## config.mk

```make
export PLATFORM = sky130hd
export DESIGN_NAME = arith_result_stage
export DESIGN_NICKNAME = d
export VERILOG_FILES = /design/src/rtl/arith_result_stage_pkg.sv /design/src/rtl/arith_result_stage_result_skid_buf.sv /design/src/rtl/arith_result_stage.sv
export SDC_FILE = /design/constraint.sdc
export NUM_CORES = 1
export LEC_CHECK = 0
export CELL_PAD_IN_SITES_DETAIL_PLACEMENT = 0
export CELL_PAD_IN_SITES_GLOBAL_PLACEMENT = 1
export CORE_MARGIN = 1.5
export CORE_UTILIZATION = 37
export CTS_BUF_LIST = sky130_fd_sc_hd__clkbuf_4
export DETAILED_ROUTE_END_ITERATION = 10
export PLACE_DENSITY = 0.85
export REMOVE_ABC_BUFFERS = 1
export SLEW_MARGIN = 20
export SYNTH_ARGS = -nofsm -noshare
export SYNTH_HDL_FRONTEND = slang
export SYNTH_SLANG_ARGS = --single-unit
```

## constraint.sdc

```tcl
create_clock -name i_clk -period 2.9 [get_ports i_clk]
set_input_delay 0.58 -clock i_clk [delete_from_list [all_inputs] [get_ports i_clk]]
set_output_delay 0.58 -clock i_clk [all_outputs]
set_load 0.02 [all_outputs]
```

## src/rtl/arith_result_stage_pkg.sv

```systemverilog
// Shared definitions for the arithmetic-shift unit and its registered result stage.
package arith_result_stage_pkg;

  // Default result width; the shift unit and the result stage must agree on it.
  localparam int BITS_DEF = 32;

  // One result as produced by the shift unit: sign-magnitude value plus error flag.
  typedef struct packed {
    logic [BITS_DEF-1:0] result;
    logic                error;
  } result_entry_t;

  // Occupancy of the two-entry result buffer.
  typedef enum logic [1:0] {
    EMPTY = 2'd0,
    ONE   = 2'd1,
    FULL  = 2'd2
  } occ_e;

endpackage

```

## src/rtl/arith_result_stage_result_skid_buf.sv

```systemverilog
// Two-entry skid buffer with valid/ready handshake on both sides.
// The head entry is driven straight from a register, and ready is registered too,
// so neither side sees a combinational path through the buffer.
module result_skid_buf
  import arith_result_stage_pkg::*;
#(
  parameter int W = 33
) (
  input  logic         i_clk,
  input  logic         i_rst,
  input  logic         i_valid,
  output logic         o_ready,
  input  logic [W-1:0] i_data,
  output logic         o_valid,
  input  logic         i_ready,
  output logic [W-1:0] o_data
);

  logic [W-1:0] r_head;
  logic [W-1:0] r_tail;
  occ_e         r_occ;
  logic         r_ready;

  logic w_push;
  logic w_pop;

  assign w_push  = i_valid & r_ready;
  assign w_pop   = (r_occ != EMPTY) & i_ready;
  assign o_ready = r_ready;
  assign o_valid = (r_occ != EMPTY);
  assign o_data  = r_head;

  // Occupancy state, head/tail storage and registered ready; a full buffer never pushes
  // because ready was already dropped, so FULL only has to handle a pop.
  always_ff @(posedge i_clk or posedge i_rst) begin
    if (i_rst) begin
      r_occ   <= EMPTY;
      r_head  <= '0;
      r_tail  <= '0;
      r_ready <= 1'b1;
    end else begin
      case (r_occ)
        EMPTY: begin
          if (w_push) begin
            r_head <= i_data;
            r_occ  <= ONE;
          end
        end
        ONE: begin
          if (w_push && w_pop) begin
            r_head <= i_data;
          end else if (w_push) begin
            r_tail  <= i_data;
            r_occ   <= FULL;
            r_ready <= 1'b0;
          end else if (w_pop) begin
            r_occ <= EMPTY;
          end
        end
        FULL: begin
          if (w_pop) begin
            r_head  <= r_tail;
            r_occ   <= ONE;
            r_ready <= 1'b1;
          end
        end
        default: begin
          r_occ   <= EMPTY;
          r_ready <= 1'b1;
        end
      endcase
    end
  end

endmodule

```

## src/rtl/arith_result_stage.sv

```systemverilog
// Registered output stage behind the arithmetic-shift unit: buffers results,
// decodes sign/zero flags of the head entry and keeps delivery statistics.
module arith_result_stage
  import arith_result_stage_pkg::*;
#(
  parameter int BITS  = BITS_DEF,
  parameter int CNT_W = 8
) (
  input  logic             i_clk,
  input  logic             i_rst,
  input  logic             i_valid,
  output logic             o_ready,
  input  logic [BITS-1:0]  i_result,
  input  logic             i_error,
  output logic             o_valid,
  input  logic             i_ready,
  output logic [BITS-1:0]  o_result,
  output logic             o_error,
  output logic             o_sign,
  output logic             o_zero,
  input  logic             i_clr_status,
  output logic             o_err_sticky,
  output logic [CNT_W-1:0] o_err_count,
  output logic [CNT_W-1:0] o_op_count
);

  logic [BITS:0]    w_in_data;
  logic [BITS:0]    w_head_data;
  logic             w_valid;
  logic             w_pop;
  logic             w_pop_err;

  logic             r_err_sticky;
  logic [CNT_W-1:0] r_err_count;
  logic [CNT_W-1:0] r_op_count;

  assign w_in_data = {i_result, i_error};

  result_skid_buf #(
    .W (BITS + 1)
  ) u_buf (
    .i_clk   (i_clk),
    .i_rst   (i_rst),
    .i_valid (i_valid),
    .o_ready (o_ready),
    .i_data  (w_in_data),
    .o_valid (w_valid),
    .i_ready (i_ready),
    .o_data  (w_head_data)
  );

  assign o_valid   = w_valid;
  assign o_result  = w_head_data[BITS:1];
  assign o_error   = w_head_data[0];
  assign o_sign    = o_result[BITS-1];
  // Zero is qualified by valid so the reset/idle head (all zeros) does not report +0.
  assign o_zero    = w_valid & (o_result[BITS-2:0] == '0) & ~o_error;

  assign w_pop     = w_valid & i_ready;
  assign w_pop_err = w_pop & o_error;

  assign o_err_sticky = r_err_sticky;
  assign o_err_count  = r_err_count;
  assign o_op_count   = r_op_count;

  // Statistics count delivered results; a clear zeroes them and then counts this cycle's pop.
  always_ff @(posedge i_clk or posedge i_rst) begin
    if (i_rst) begin
      r_err_sticky <= 1'b0;
      r_err_count  <= '0;
      r_op_count   <= '0;
    end else if (i_clr_status) begin
      r_err_sticky <= w_pop_err;
      r_err_count  <= w_pop_err ? CNT_W'(1) : '0;
      r_op_count   <= w_pop ? CNT_W'(1) : '0;
    end else if (w_pop) begin
      r_op_count <= r_op_count + CNT_W'(1);
      if (o_error) begin
        r_err_sticky <= 1'b1;
        if (r_err_count != {CNT_W{1'b1}}) begin
          r_err_count <= r_err_count + CNT_W'(1);
        end
      end
    end
  end

endmodule

```

==> run_1/power_grid.png <==
The bar under the picture is 20 um long. Pins as bars on the die edge. Tap cells in grey.
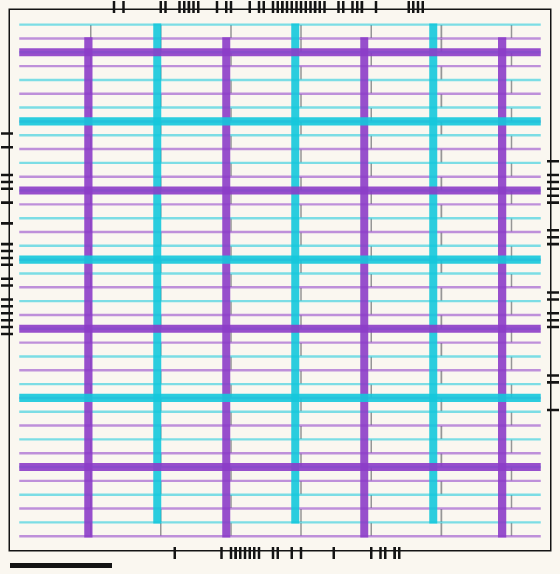
legend:
  cyan:
    net: VDD
  purple:
    net: VSS
rows: 37
tap cells: 136
DIE WIDTH: 106 um
maximum vdd drop: 0.000451 V
height of the die: 106 um
Core Area: 0.0103 mm^2

==> run_1/flops_by_reg.png <==
The bar under the picture is 20 um long.
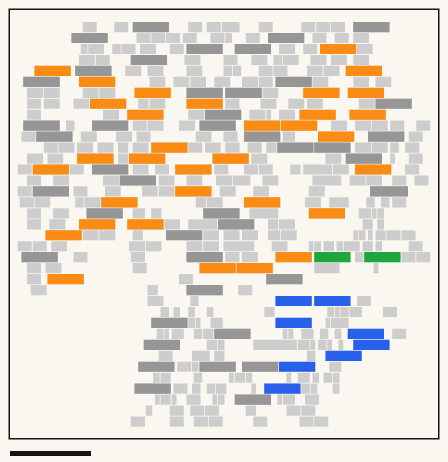
legend:
  blue:
    netlist_name: o_op_count
    flops: 8
  orange:
    netlist_name: u_buf.r_tail
    flops: 33
  green:
    netlist_name: u_buf.r_occ
    flops: 2
not coloured: 43
Seq. pwr: 2.07 mW
Finished Core Util: 50.5%

==> run_1/placement.png <==
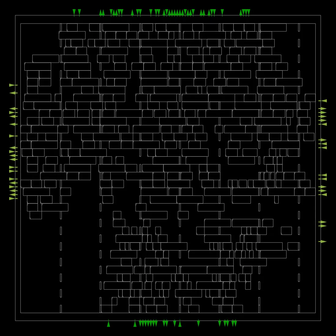
Post-Layout Cell Count: 531
tap cells: 136
# fillers: 936

==> results.toml, run 1 <==
# synthesis and place-and-route metrics
[finish]
final_nets = 430
lay_top_cells = "98 x mux2_2, 90 x clkdlybuf4s50_1, 85 x dfrtp_1"
drive_gt1_share_pct = 32.4
final_common_cell = "mux2_2"
antennaDiodeCount = 0
final_area_mm2 = 0.00521

[yosys]
ff_type = "dfrtp_1"
synth_top_area_share_pct = 53.9
yosysWarnings = 0
synth_cell_type_count = 39
edf_count = 0
netlist_area_mm2 = 0.00394
top_area_cell = "dfrtp_1"
yosys-stat-area_mm2 = 0.00394
most_common_cell = "mux2_2"
synth_flops = 86
ys_cells = 298
top_cells_by_area = "dfrtp_1 54%, mux2_2 28%, nor4_1 1.3%"
yosys-top-cells-count = "98 x mux2_2, 85 x dfrtp_1, 9 x nand2_1, 9 x nor2_1"
ys_seq_share_pct = 54.6
netlist_instances = 298

[final_timing]
hold_viol_final = 0
fin_ws_ns = 0.482
tightest_slew_ns = 0.629
max_freq_mhz = 414
fin_setup_tns_ns = 0
rsz0062_at_grt = "false"
slew_viol_final = 0
slew_headroom_pct = 57.9
period_minus_slack_ns = 2.42
skew_ns = 0.0174
finalHoldWorstSlack_ns = 0.457

[clock_network]
cts_root_buf = "clkbuf_4"
cts_resized = 1
cts_setup_buffers = 0
cts_tree = "built"
cts_inserted_buffers = 9
clkLatencyLatePin_ns = 0.42
hold_buffers = 0
clkSinkCount = 86
path_clk_slew_ns = 0.14
cts_max_level = 3
cts_buffer_depth = 2

[setup_path]
r2r_cells = 4
path_depth = 4
worst-path-buf-inv = 1
cp_top_family = "simple AND/OR/NAND/NOR gates"
r2r_start = "u_buf.r_occ[1]$_DFFE_PP0P_"
worstPathCellList = "nor4_1 -> nand3_1 -> nor3_1 -> dlymetal6s2s_1"
endpoint_kind = "primary output"
worst_path_max_delay_cell = "dfrtp_1"
slowest_delay_ns = 0.43
worst-path-max-fanout = 3
endpoint = "o_zero"
worstSetupStartpointType = "register"
required_ns = 2.32
reg2reg_to = "u_buf.o_data[32]$_DFFE_PP0P_"
cp-startpoint = "u_buf.o_data[18]$_DFFE_PP0P_"
worst_ep_arrival_time_ns = 1.84

[pwr]
power_frac_seq_pct = 44.5
p_int_mw = 3.05
p_comb_share_pct = 40.3
top_power_group = "sequential cells"
power_density_mw_per_mm2 = 894
pwr-share-clk_pct = 15.2
p_leak_nw = 2.15
net-switching-power_mw = 1.61
finalPower_mw = 4.66
p_sw_share_pct = 34.5
comb-power_mw = 1.88

[detailed_routing]
drt_wl_total_mm = 8.30
drc = 0
drt_iter0_markers = 53
final_antenna_net_count = 0
vias_per_cell = 5.01
drtPass1Iterations = 4
dr_total_vias = 2660
drt-wirelength-per-cell_um = 15.6

[die]
io_pins = 92
dieArea_mm2 = 0.0113
std_cell_rows = 37
floorplan.core_util_pct = 38.2

[placed_design]
gp_congestion = 0.815
dp.cells = 515
hpwl_mm = 5.91
place_area_mm2 = 0.00504
portBuffers = 91
place_ws_ns = 0.413

[outcome]
status = "completed"

[grt]
grt_pass1_wl_mm = 13.8
grt_use_total_pct = 15.6
grt_pass1_vias = 2752

[run]
warnings = 25
run 1: cell families (layout without fill, tap and decap cells):
family	count (synthesis)	count (layout)	synth area share, %
fa+ha+maj	2	2	0.634
compound gates	25	25	4.16
mux	100	100	28.5
buf+inv	21	118	2.79
flops	86	86	54.6
simple gates	57	57	7.74
xor+xnor	7	7	1.55
run 1: metal layers:
metal / global-route usage [%] / up-vias / part of all wire, %
met4: 6.18 / 0 / 2.0
li1: - / 1261 / -
met2: 25.2 / 51 / 50
met1: 20.3 / 1334 / 44
met5: 0 / - / 0
met3: 3.56 / 14 / 4.2
run 1: cell type report:
class | count | area, um^2
repair buffers | 96 | 1000
clock inverters | 7 | 78.8
flip-flops and latches | 86 | 2150
multi-input cells | 191 | 1720
clock buffers | 9 | 67.6
inverters | 6 | 23.8
well taps | 136 | 170
fillers | 936 | 5110
==> run 2: changes to the inputs <==
==> constraint.sdc (replaced) <==
create_clock -name i_clk -period 1.9 [get_ports i_clk]
set_input_delay 0.38 -clock i_clk [delete_from_list [all_inputs] [get_ports i_clk]]
set_output_delay 0.38 -clock i_clk [all_outputs]
set_load 0.02 [all_outputs]
==> run_2/placement.png <==
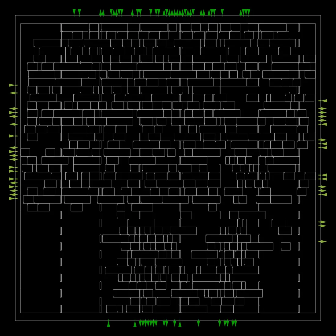
Site Rows: 37
Post-Layout Cell Count: 575
Finished Core Util: 53.8%
sequential share of cell area: 38.7%

==> run_2/cell_density.png <==
The bar under the picture is 20 um long. The die is cut into 11 by 11 equal tiles; white is low, dark blue is high, 0 to 100% covered.
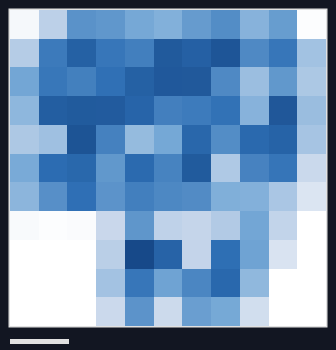
fullest tile: 90%
mean over tiles: 48%
emptiest ninth of the die: south-west
nearly empty tiles: 14%
tiles over 75% full: 19%
densest ninth of the die: north
fp_density: 38.2%

==> results.toml, run 2 <==
# synthesis and place-and-route metrics
[outcome]
status = "finished, violations left"
violations = "negative setup slack"

[detailed_routing]
drt_iter0_markers = 112
dr_total_vias = 2840
wl_met1_mm = 3.95
vias_per_cell = 4.94
wl_met3_um = 366
drc = 0
drtPass1Iterations = 4
wl_met2_mm = 4.57
drt-wirelength-per-cell_um = 15.7

[finish]
largestClassByArea = "sequential cells"
inv_count = 6
flop-count = 86
final_area_mm2 = 0.00556
lay_top_cells = "98 x mux2_2, 85 x dfrtp_1, 45 x buf_4"
final_common_cell = "mux2_2"
fillers = 914
signal_buffer_area_fraction_pct = 23.9
drive_gt1_share_pct = 40.8
final_nets = 475

[final_timing]
slew_headroom_pct = 74.8
finalSetupViolations = 1
finalHoldWorstSlack_ns = 0.227
tightest_slew_ns = 0.378
period_minus_slack_ns = 2.08
fin_ws_ns = -0.182

[setup_path]
worst-path-max-fanout = 2
cp-startpoint = "u_buf.o_data[0]$_DFFE_PP0P_"
r2r_cells = 5
endpoint_kind = "primary output"
required_ns = 1.52
path_depth = 4
slowest_delay_ns = 0.42
worstSetupStartpointType = "register"
cp_top_family = "simple AND/OR/NAND/NOR gates"

[clock_network]
cts_inserted_buffers = 9
hold_buffers = 0
cts_root_buf = "clkbuf_4"
path_clk_slew_ns = 0.14
cts_buffer_depth = 2
cts_max_level = 3
clkSinkCount = 86

[yosys]
yosysWarnings = 0
synth_top_area_share_pct = 53.9
ys_cells = 298
ff_type = "dfrtp_1"
yosys-stat-area_mm2 = 0.00394
top_cells_by_area = "dfrtp_1 54%, mux2_2 28%, nor4_1 1.3%"
synth_flops = 86
netlist_instances = 298
netlist_area_mm2 = 0.00394

[grt]
grt_use_total_pct = 16.8
use_met3_pct = 3.80
use_met1_pct = 21.3
grt_pass1_vias = 2965
busiest_layer = "met2"

[die]
core-area_mm2 = 0.0103
io_pins = 92
dieArea_mm2 = 0.0113
tapCellCount = 136
die_h_um = 106

[pwr]
p_leak_nw = 2.55
p_comb_share_pct = 44.4
p_int_mw = 4.87
pwr-share-clk_pct = 14.2
finalPower_mw = 7.48
power_density_mw_per_mm2 = 1350

[placed_design]
place_ws_ns = -0.282
hpwl_mm = 6.29
==> run_2/flops_by_reg.png <==
The bar under the picture is 20 um long.
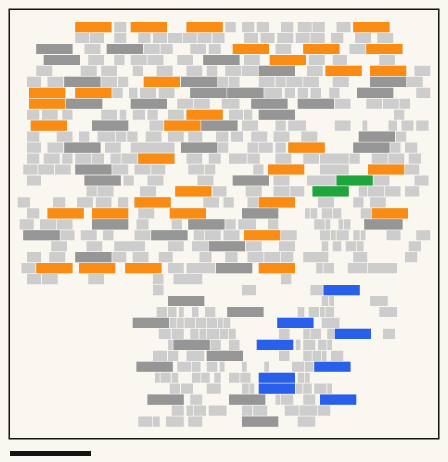
legend:
  green:
    netlist_name: u_buf.r_occ
    flops: 2
  blue:
    netlist_name: o_op_count
    flops: 8
  orange:
    netlist_name: u_buf.r_tail
    flops: 33
not coloured: 43
Register Area: 0.00215 mm^2
Seq. pwr: 3.09 mW

-- run 2: kinds of logic (layout without fill, tap and decap cells) --
group / count (synthesis) / after routing / share of synthesized area (%)
buffers and inverters: 21 / 162 / 2.79
XOR/XNOR: 7 / 7 / 1.55
adder cells (fa/ha/maj): 2 / 2 / 0.634
AND-OR/OR-AND: 25 / 25 / 4.16
AND/OR/NAND/NOR: 57 / 57 / 7.74
multiplexers: 100 / 100 / 28.5
flip-flops: 86 / 86 / 54.6
-- run 2: path summary, 6_finish.rpt --
path	to
max reg2reg	o_err_count[5]$_DFFE_PP0P_
min reg2reg	o_err_sticky$_DFFE_PP0P_
max in group asynchronous	u_buf.o_ready$_DFFE_PP1P_
max	o_zero
min in group i_clk	o_err_sticky$_DFFE_PP0P_
min	o_op_count[5]$_DFFE_PP0P_
Power is estimated from default activity; no workload was simulated.
